[src/rtl/verilog_test_pkg.sv]
// Shared definitions for the signature-capture block: FSM states and MISR constants.
package verilog_test_pkg;
    typedef enum logic [1:0] {
        ST_IDLE = 2'd0,
        ST_RUN  = 2'd1,
        ST_DONE = 2'd2
    } state_t;

    localparam logic [15:0] MISR_SEED = 16'hFFFF;
    localparam logic [15:0] MISR_POLY = 16'h1021;
endpackage

[src/rtl/verilog_misr_step.sv]
// One combinational MISR step: shift left, fold in the polynomial on MSB carry-out,
// then XOR the three sampled inputs into the low bits.
module verilog_misr_step
    import verilog_test_pkg::*;
#(
    parameter int SIG_W = 16
) (
    input  logic [SIG_W-1:0] i_sig,
    input  logic [2:0]       i_data,
    output logic [SIG_W-1:0] o_sig_next
);
    logic [SIG_W-1:0] w_poly;

    assign w_poly     = i_sig[SIG_W-1] ? SIG_W'(MISR_POLY) : '0;
    assign o_sig_next = {i_sig[SIG_W-2:0], 1'b0} ^ w_poly ^ SIG_W'(i_data);
endmodule

[src/rtl/verilog_sig_capture.sv]
// Capture a MISR signature of three upstream register outputs over N cycles and
// flag any input that never toggled during the run.
module verilog_sig_capture
    import verilog_test_pkg::*;
#(
    parameter int SIG_W = 16,
    parameter int CNT_W = 8
) (
    input  logic             clk,
    input  logic             rst,
    input  logic             start,
    input  logic [CNT_W-1:0] num_cycles,
    input  logic             in1,
    input  logic             in2,
    input  logic             in3,
    output logic             busy,
    output logic             done,
    output logic [SIG_W-1:0] signature,
    output logic [2:0]       stuck,
    output logic [CNT_W-1:0] remaining
);
    state_t           r_state;
    logic [SIG_W-1:0] r_sig;
    logic [CNT_W-1:0] r_remaining;
    logic [2:0]       r_seen_one;
    logic [2:0]       r_seen_zero;

    logic [2:0]       w_data;
    logic [SIG_W-1:0] w_sig_next;

    assign w_data = {in3, in2, in1};

    verilog_misr_step #(.SIG_W(SIG_W)) u_misr_step (
        .i_sig      (r_sig),
        .i_data     (w_data),
        .o_sig_next (w_sig_next)
    );

    always_ff @(posedge clk or posedge rst) begin
        if (rst) begin
            r_state     <= ST_IDLE;
            r_sig       <= SIG_W'(MISR_SEED);
            r_remaining <= '0;
            r_seen_one  <= '0;
            r_seen_zero <= '0;
        end else begin
            case (r_state)
                ST_IDLE, ST_DONE: begin
                    if (start) begin
                        r_sig       <= SIG_W'(MISR_SEED);
                        r_remaining <= num_cycles;
                        r_seen_one  <= '0;
                        r_seen_zero <= '0;
                        r_state     <= (num_cycles != '0) ? ST_RUN : ST_DONE;
                    end
                end
                ST_RUN: begin
                    r_sig       <= w_sig_next;
                    r_seen_one  <= r_seen_one | w_data;
                    r_seen_zero <= r_seen_zero | ~w_data;
                    // Saturate at zero so the count can never wrap.
                    if (r_remaining != '0)
                        r_remaining <= r_remaining - CNT_W'(1);
                    if (r_remaining <= CNT_W'(1))
                        r_state <= ST_DONE;
                end
                default: r_state <= ST_IDLE;
            endcase
        end
    end

    assign busy      = (r_state == ST_RUN);
    assign done      = (r_state == ST_DONE);
    assign signature = r_sig;
    assign remaining = r_remaining;
    // An input is stuck unless both levels were observed; an empty run sees neither.
    assign stuck     = done ? ~(r_seen_one & r_seen_zero) : 3'b000;
endmodule

[config.mk]
export PLATFORM = sky130hd
export DESIGN_NAME = verilog_sig_capture
export DESIGN_NICKNAME = d
export VERILOG_FILES = /design/src/rtl/verilog_test_pkg.sv /design/src/rtl/verilog_misr_step.sv /design/src/rtl/verilog_sig_capture.sv
export SDC_FILE = /design/constraint.sdc
export NUM_CORES = 1
export LEC_CHECK = 0
export CAP_MARGIN = 20
export CORE_AREA = 2 2 62 64
export CTS_CLUSTER_SIZE = 25
export DETAILED_ROUTE_END_ITERATION = 8
export DIE_AREA = 0 0 64 66
export HOLD_SLACK_MARGIN = 0.06
export PLACE_DENSITY = 0.74
export SLEW_MARGIN = 20
export SYNTH_ARGS = -nofsm -noshare
export SYNTH_HDL_FRONTEND = slang
export SYNTH_HIERARCHICAL = 1
export SYNTH_SLANG_ARGS = --single-unit
[constraint.sdc]
create_clock -name clk -period 1.75 [get_ports clk]
set_input_delay 0.35 -clock clk [delete_from_list [all_inputs] [get_ports clk]]
set_output_delay 0.35 -clock clk [all_outputs]
set_load 0.005 [all_outputs]
Metal 1:
The bar under the picture is 20 um long. Supply wires on this layer in gray.
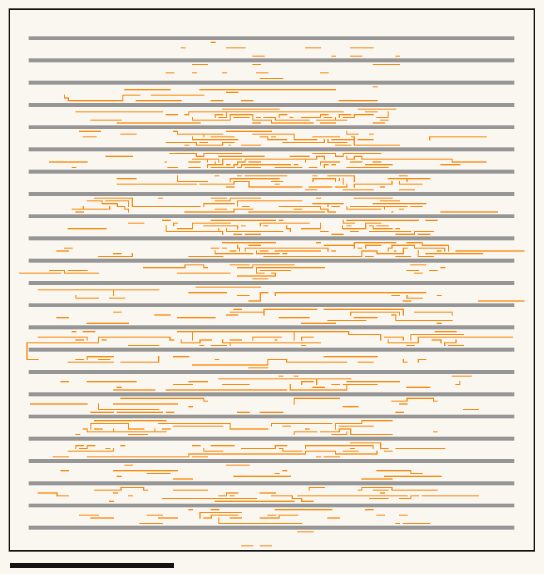
main direction: horizontal
wire length on this layer: 1700 um
share of all routed wire: 44%
total wirelength of the detailed-routed design: 3892 um
met1 track demand over resource in global routing: 24.42%
total number of vias: 1411

The metal 2 layer:
The bar under the picture is 20 um long.
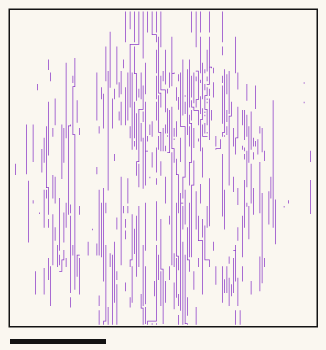
longest straight run: 32.3 um
wire length on this layer: 1950 um
main direction: vertical
share of all routed wire: 50%
GR Layer Usage met2: 33.33%

Met3 routing:
Cells faint in the background.
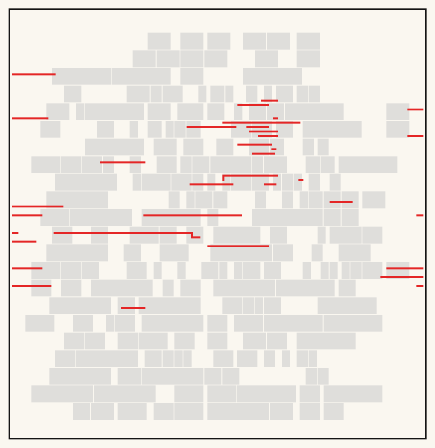
share of all routed wire: 4.6%
nets with wire on the layer: 27
wire length on this layer: 178 um
met3 Track Usage GR: 4.259%

Routed clock nets over the placement:
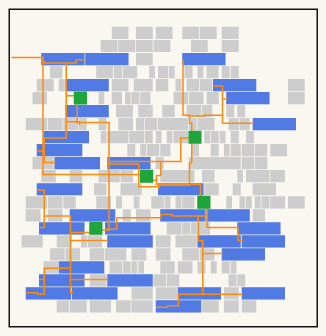
[cells driving clock nets] green | count: 5
[clock wires] orange | length: 409 um
[flip-flops] blue | count: 32
flops lie: widely spread
reported clock group power: 551 uW
worst clock skew: 0.01177 ns
clock insertion delay at the later pin of the skew report: 0.33 ns
Clk pwr share: 12.5%

Routing congestion map:
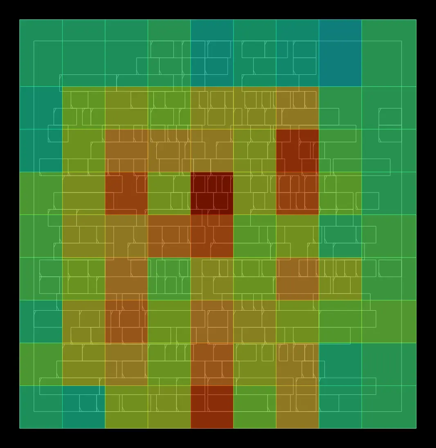
Total GRT Usage: 19.87%
gr busiest metal: met2

==> summary.txt <==
Item: results of the latest flow run.

- The run finished with clean final reports.
- For reference, the top cells by count after synthesis are 16 x dfrtp_1, 16 x dfstp_2, 16 x o22a_1.
- The highest clock rate is 580.0 MHz.
- The area share of the largest cell type after synthesis is 25.40%.
- The number of cells in the finished layout apart from fillers is 258.
- The final layout report lists a filler cell count of 293.
- The clock tree from TritonCTS is built.
- The number of global-route vias before repair is approximately 1.4k.
- The clock period could shrink to around 1.7 ns.
- The antenna violation net count after detailed routing is 0.
- Hold is met by 0.3872 ns.
- For reference, the top logic cell family by area is AND-OR/OR-AND gates.
- For reference, XOR and XNOR gates occupy ~2.6% of the area reported after synthesis.
- The slew check shows that the tightest pin keeps a relative margin of 73.83%.
- The clock passes through at most 2 buffers.
- The total overflow left after global routing is 0.
- The CTS report gives the tree buffer count as 5.
- The final-layout setup total negative slack is 0 ns.
- The final instance area is approximately 2300 um2.
- The critical path's top delay family is flip-flops.
- The count of warnings emitted by yosys is 6.
- The stat command in Yosys gives a chip area of about 1700 um2.
- The leakage power total is 0.9988 nW.
- The number of clock-tree buffers in the layout is 6.
- After synthesis, the netlist uses 36 different library cells.
- Summing every instance area after synthesis gives 1655 um2.
- The tally of max-capacitance violations is 0.
- The setup check on the worst reg-to-reg path leaves a slack of about 0.12 ns.
- The count of pins on the block boundary is around 43.
- The clock root buffer is clkbuf_4.
- RePlAce ended its routability-driven mode at a weighted congestion of roughly 0.86.
- After detailed routing, the met2 layer carries 1952 um of wire.
- In this run the number of cells on the critical path is 1.
- The final setup violation count is 0.
- Of the total standard cell area in the layout, the multi-input combinational portion is 30.92%.
- The initial core utilization is 46.62%.
- The post-place instance area is 2076 um2.
- The critical path class is flip-flop to output port.
- The area of the core is 3551 um2.
- The number of tapcells is 48.
-- placed cells by master (no fill, tap or decap), drive strengths merged, types with 2 or more instances in the layout --
cell type / instances
o211ai: 3
dfrtp: 16
buf: 19
inv: 5
dfstp: 16
dlygate4sd2: 9
clkbuf: 6
ha: 3
a41oi: 2
o22a: 16
a31oi: 4
a21oi: 13
dlymetal6s2s: 10
nand3: 4
a22o: 2
clkdlybuf4s50: 23
o21ai: 9
nand2: 10
nor3: 2
or4: 3
xor2: 5
nand2b: 3
nor2: 14
-- worst min-delay path: cells and delay by family --
kind	cells	cell delay (ns)
buffers and inverters	3	0.79
-- report_power, final --
part | leakage [nW] | total (mW) | switching, mW | internal, mW
clock network | 0.0422 | 0.551 | 0.252 | 0.299
logic | 0.602 | 2.35 | 1.07 | 1.27
registers | 0.355 | 1.51 | 0.296 | 1.22
Power figures rest on the tool's default switching activity, not on a simulated workload.
